**src/rtl/booth_datapath_if.sv**
```systemverilog
// rtl/booth_datapath_if.sv - controller-to-datapath bus for the radix-2 Booth multiplier
//
// Purpose : bundles the controller strobes, operands and datapath status/result
//           so the controller (master) and the datapath (slave) share one port.
// Signals : clear        - load / abort strobe (controller rst_out)
//           en_inp       - input-mux enable (controller enInp)
//           en_p         - iteration strobe (controller enP)
//           multiplicand - signed operand A, WIDTH bits
//           multiplier   - signed operand B, WIDTH bits
//           counter      - completed iteration count, COUNTER_SIZE bits
//           product      - signed product {P,Q}, 2*WIDTH bits
//           done         - high while counter == WIDTH
interface booth_datapath_if #(
   parameter int WIDTH        = 6,
   parameter int COUNTER_SIZE = 4
) ();
   logic                    clear;
   logic                    en_inp;
   logic                    en_p;
   logic [WIDTH-1:0]        multiplicand;
   logic [WIDTH-1:0]        multiplier;
   logic [COUNTER_SIZE-1:0] counter;
   logic [2*WIDTH-1:0]      product;
   logic                    done;

   modport master (
      output clear, en_inp, en_p, multiplicand, multiplier,
      input  counter, product, done
   );

   modport slave (
      input  clear, en_inp, en_p, multiplicand, multiplier,
      output counter, product, done
   );
endinterface

```
**src/rtl/booth_datapath.sv**
```systemverilog
// rtl/booth_datapath.sv - radix-2 Booth multiplier datapath with IDLE/RUN phase
//
// Purpose : holds M, P, Q, q_m1 and the iteration counter; performs one Booth
//           step per qualified en_p while in RUN and below WIDTH iterations.
// Ports   : clk    - rising-edge clock
//           rst_in - asynchronous active-low reset
//           bus    - booth_datapath_if.slave (strobes, operands, counter,
//                    product, done)
module booth_datapath #(
   parameter int WIDTH        = 6,
   parameter int COUNTER_SIZE = 4
) (
   input  logic              clk,
   input  logic              rst_in,
   booth_datapath_if.slave   bus
);

   typedef enum logic {IDLE = 1'b0, RUN = 1'b1} phase_t;

   localparam logic [COUNTER_SIZE-1:0] WIDTH_C = COUNTER_SIZE'(WIDTH);
   localparam logic [COUNTER_SIZE-1:0] ONE_C   = COUNTER_SIZE'(1);

   phase_t                  phase_q, phase_d;
   logic [WIDTH-1:0]        m_q, m_d;
   logic [WIDTH-1:0]        p_q, p_d;
   logic [WIDTH-1:0]        q_q, q_d;
   logic                    qm1_q, qm1_d;
   logic [COUNTER_SIZE-1:0] cnt_q, cnt_d;
   logic                    done_q, done_d;

   // One extra bit keeps P +/- M exact for the most negative operand; its MSB
   // becomes the shifted-in sign of P.
   logic [WIDTH:0]          p_ext, m_ext, t_w;

   assign p_ext = {p_q[WIDTH-1], p_q};
   assign m_ext = {m_q[WIDTH-1], m_q};

   always_comb begin
      t_w = p_ext;
      case ({q_q[0], qm1_q})
         2'b01:   t_w = p_ext + m_ext;
         2'b10:   t_w = p_ext - m_ext;
         default: t_w = p_ext;
      endcase
   end

   always_comb begin
      phase_d = phase_q;
      m_d     = m_q;
      p_d     = p_q;
      q_d     = q_q;
      qm1_d   = qm1_q;
      cnt_d   = cnt_q;

      if (bus.clear) begin
         // clear wins over en_p; with en_inp it loads, otherwise it aborts.
         p_d   = '0;
         qm1_d = 1'b0;
         cnt_d = '0;
         if (bus.en_inp) begin
            m_d     = bus.multiplicand;
            q_d     = bus.multiplier;
            phase_d = RUN;
         end else begin
            m_d     = '0;
            q_d     = '0;
            phase_d = IDLE;
         end
      end else if (bus.en_p && (phase_q == RUN) && (cnt_q < WIDTH_C)) begin
         p_d   = t_w[WIDTH:1];
         q_d   = {t_w[0], q_q[WIDTH-1:1]};
         qm1_d = q_q[0];
         cnt_d = cnt_q + ONE_C;
      end

      done_d = (cnt_d == WIDTH_C);
   end

   always_ff @(posedge clk or negedge rst_in) begin
      if (!rst_in) begin
         phase_q <= IDLE;
         m_q     <= '0;
         p_q     <= '0;
         q_q     <= '0;
         qm1_q   <= 1'b0;
         cnt_q   <= '0;
         done_q  <= 1'b0;
      end else begin
         phase_q <= phase_d;
         m_q     <= m_d;
         p_q     <= p_d;
         q_q     <= q_d;
         qm1_q   <= qm1_d;
         cnt_q   <= cnt_d;
         done_q  <= done_d;
      end
   end

   assign bus.counter = cnt_q;
   assign bus.product = {p_q, q_q};
   assign bus.done    = done_q;

endmodule
```
**src/flat_wrapper.sv**
```systemverilog
// flat-port wrapper written by rule: the top's interface ports become plain ports
module booth_datapath_flat 
#(
   parameter int WIDTH        = 6,
   parameter int COUNTER_SIZE = 4
)
  (clk, rst_in, bus_clear, bus_en_inp, bus_en_p, bus_multiplicand, bus_multiplier, bus_counter, bus_product, bus_done);
  booth_datapath_if #(.WIDTH(WIDTH), .COUNTER_SIZE(COUNTER_SIZE)) bus_i ();
  input  logic clk;
  input  logic rst_in;
  input wire logic [$bits(bus_i.clear)-1:0] bus_clear;
  input wire logic [$bits(bus_i.en_inp)-1:0] bus_en_inp;
  input wire logic [$bits(bus_i.en_p)-1:0] bus_en_p;
  input wire logic [$bits(bus_i.multiplicand)-1:0] bus_multiplicand;
  input wire logic [$bits(bus_i.multiplier)-1:0] bus_multiplier;
  output wire logic [$bits(bus_i.counter)-1:0] bus_counter;
  output wire logic [$bits(bus_i.product)-1:0] bus_product;
  output wire logic [$bits(bus_i.done)-1:0] bus_done;
  assign bus_i.clear = bus_clear;
  assign bus_i.en_inp = bus_en_inp;
  assign bus_i.en_p = bus_en_p;
  assign bus_i.multiplicand = bus_multiplicand;
  assign bus_i.multiplier = bus_multiplier;
  assign bus_counter = bus_i.counter;
  assign bus_product = bus_i.product;
  assign bus_done = bus_i.done;
  booth_datapath #(.WIDTH(WIDTH), .COUNTER_SIZE(COUNTER_SIZE)) u_core (.clk(clk), .rst_in(rst_in), .bus(bus_i));
endmodule
```
**config.mk**
```make
export PLATFORM = sky130hd
export DESIGN_NAME = booth_datapath_flat
export DESIGN_NICKNAME = d
export VERILOG_FILES = /design/src/rtl/booth_datapath_if.sv /design/src/rtl/booth_datapath.sv /design/src/flat_wrapper.sv
export SDC_FILE = /design/constraint.sdc
export NUM_CORES = 1
export LEC_CHECK = 0
export ABC_CLOCK_PERIOD_IN_PS = 3400
export CORE_MARGIN = 2
export CORE_UTILIZATION = 35
export DETAILED_ROUTE_END_ITERATION = 10
export PLACE_DENSITY = 0.68
export SYNTH_ARGS = -nofsm -noshare
export SYNTH_HDL_FRONTEND = slang
export SYNTH_SLANG_ARGS = --single-unit
export TNS_END_PERCENT = 1
```
**constraint.sdc**
```tcl
create_clock -name clk -period 3.4 [get_ports clk]
set_clock_uncertainty 0.1 [all_clocks]
set_input_delay 0.68 -clock clk [delete_from_list [all_inputs] [get_ports clk]]
set_output_delay 0.68 -clock clk [all_outputs]
set_load 0.1 [all_outputs]
```
==> tab_implementation.tex <==
% Auto-generated results table
\begin{tabular}{lr}
\hline
Metric & Value \\
\hline
\multicolumn{2}{l}{\textbf{Synth}} \\
Post-synthesis cell area & 1510 um2 \\
Synthesis-stage register bit count & 25 \\
Chip area estimate from yosys synthesis & 1510 um2 \\
Sequential-to-total area share from yosys stat & 0.415 \\
\multicolumn{2}{l}{\textbf{Worst setup path}} \\
Crit path largest cell delay & 410 ps \\
Reg-to-Reg Start & u\_core.qm1\_q \\
Worst Setup End Kind & register \\
Reg-to-reg critical path endpoint & u\_core.p\_q[2] \\
Critical path cell sequence & inv\_1 > ha\_1 > mux2\_2 > inv\_1 > ha\_1 > nor2b\_1 > o21a\_1 > o21ai\_0 > or3b\_1 > a211oi\_1 \\
Max stage delay cell, worst path & dfrtp\_1 \\
Worst reg-to-reg path cell count & 10 \\
Required arrival time at the worst endpoint & 3490 ps \\
\multicolumn{2}{l}{\textbf{Hold path}} \\
Hold Path Sink & u\_core.phase\_q \\
Hold Startpoint & u\_core.phase\_q \\
\multicolumn{2}{l}{\textbf{Floorplan}} \\
Chip area & 4850 um2 \\
\multicolumn{2}{l}{\textbf{Route}} \\
Remaining DRCs & 0 \\
Drt first pass iters & 4 \\
Vias & 1193 \\
Routed via count divided by cell count & 4.85 \\
\multicolumn{2}{l}{\textbf{STA}} \\
Final hold slack & 425 ps \\
Final worst slack & 697 ps \\
Final tally of max-slew violations & 0 \\
Peak Freq & 370 MHz \\
Transition at the pin with the smallest max-transition slack & 633 ps \\
Final-layout setup total negative slack & 0 ps \\
Final min period & 2700 ps \\
Portion of the clock cycle consumed by the worst path in the final layout & 0.795 \\
\multicolumn{2}{l}{\textbf{CTS}} \\
Clock buffer depth & 2 \\
CTS Root Buffer Type & clkbuf\_8 \\
CTS-repair resized insts & 0 \\
Insertion delay of the later-clocked pin in the worst-skew pair & 270 ps \\
\multicolumn{2}{l}{\textbf{GRT}} \\
Grt total ovfl & 0 \\
Overall routing resource usage & 0.129 \\
\multicolumn{2}{l}{\textbf{Outcome}} \\
Outcome & complete, no violations \\
\multicolumn{2}{l}{\textbf{Placement}} \\
Total placed cells including tap cells & 242 \\
DPL Wire Length & 2280 um \\
\multicolumn{2}{l}{\textbf{Power and ir drop}} \\
Pwr Density & 460 nW/um2 \\
\multicolumn{2}{l}{\textbf{Flow run}} \\
Count of warning messages emitted by the tools & 27 \\
Number of maximum-capacitance constraint violations & 0 \\
\hline
\end{tabular}
sequential cells by signal, indices dropped and copies added, names as in the netlist:
register,cells
u_core.bus.counter,4
u_core.bus.done,1
u_core.m_q,6
u_core.p_q,6
u_core.phase_q,1
u_core.q_q,6
u_core.qm1_q,1
Yosys cell counts, types with 2 or more instances:
master | instances | area share
o21ai_0 | 16 | 0.053
mux2_2 | 2 | 0.015
buf_2 | 2 | 0.0066
nand2_1 | 21 | 0.052
dfrtp_1 | 25 | 0.41
nor3_1 | 4 | 0.013
ha_1 | 10 | 0.083
a211oi_1 | 7 | 0.035
a21oi_1 | 9 | 0.030
inv_1 | 11 | 0.027
xor2_1 | 2 | 0.012
o21a_1 | 2 | 0.010
xnor2_1 | 6 | 0.035
clkbuf_1 | 5 | 0.012
nor2b_1 | 5 | 0.021
mux2i_1 | 5 | 0.033
nor2_1 | 12 | 0.030
per-layer routing:
layer	wire length [um]	GRT usage	vias to the layer above
met5	0	0	-
met2	1440	0.215	17
li1	-	-	634
met1	1490	0.178	540
met3	78	0.0145	2
met4	27	0.0385	0
kinds of logic (layout without fill, tap and decap cells):
kind of cell	count (synthesis)	in the layout	share of synthesized area
simple gates	54	54	0.173
compound gates	41	41	0.168
flops	25	25	0.415
buf+inv	19	50	0.0539
fa+ha+maj	11	11	0.0963
xor+xnor	8	8	0.0465
mux	7	7	0.0481
per-stage QoR:
stage | cell area [um2] | total power [uW]
after floorplan | 1510 | 608
after global placement | 1830 | 687
after detailed placement | 1830 | 689
after CTS | 1880 | 876
after global routing | 1880 | 921
final | 1880 | 865
layout by cell type (no fill, tap or decap), types with 2 or more instances in the layout:
cell,synthesis,final
nand2_1,21,21
nor2b_1,5,5
o21a_1,2,2
xor2_1,2,2
buf_4,0,19
inv_1,11,11
nor3_1,4,4
dfrtp_1,25,25
nor2_1,12,12
xnor2_1,6,6
a211oi_1,7,7
mux2_2,2,2
clkbuf_8,0,3
a21oi_1,9,9
clkdlybuf4s50_1,0,16
o21ai_0,16,16
ha_1,10,10
mux2i_1,5,5
final cells by class:
| class | count | area [um2] | area share |
|---|---|---|---|
| Clock buffer | 3 | 41.3 | 0.0219 |
| Clock inverter | 1 | 7.51 | 0.00399 |
| Inverter | 11 | 41.3 | 0.0219 |
| Multi-Input combinational cell | 121 | 801 | 0.426 |
| Sequential cell | 25 | 626 | 0.332 |
| Tap cell | 50 | 62.6 | 0.0332 |
| Timing Repair Buffer | 35 | 303 | 0.161 |
power by group:
group	internal, uW	switching [uW]
clock network	83.0	102
logic	122	220
registers	318	19.5
how the worst max path moves through the flow:
stage | start | end | depth (start not counted)
after global placement | u_core.qm1_q | u_core.p_q[2] | 10
after global routing | u_core.qm1_q | u_core.p_q[2] | 10
after floorplan | u_core.q_q[0] | u_core.p_q[2] | 10
final | u_core.qm1_q | u_core.p_q[2] | 10
after CTS | u_core.qm1_q | u_core.p_q[2] | 10
after detailed placement | u_core.qm1_q | u_core.p_q[2] | 10
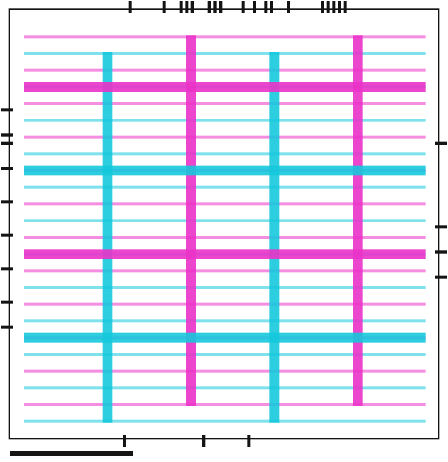
power_grid.png
Scale bar: 20 um. Pins as bars on the die edge.
Key: magenta = VDD; cyan = VSS
24 met1 rails follow the rows. 4 straps on met5. The core has 23 rows.
Die X: 69.6 um
vertical die dimension: 69.6 um
Core Footprint: 4090 um2
VDD IR max: 0.000158 V

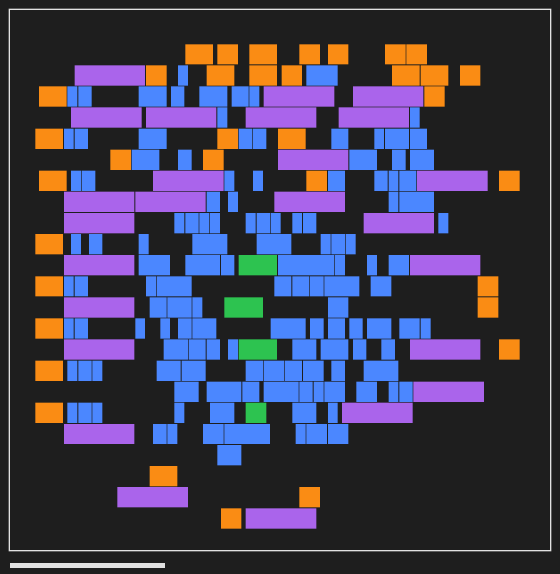
placement_by_type.png
Scale bar: 20 um.
Key: blue = combinational and other logic [cells 132]; purple = flops [cells 25]; green = clock drivers and dummy loads [cells 4]; orange = other buffers and delay cells [cells 35]
register fraction of the total cell area: 0.332
row count: 23

Power and IR drop assume default switching activity.
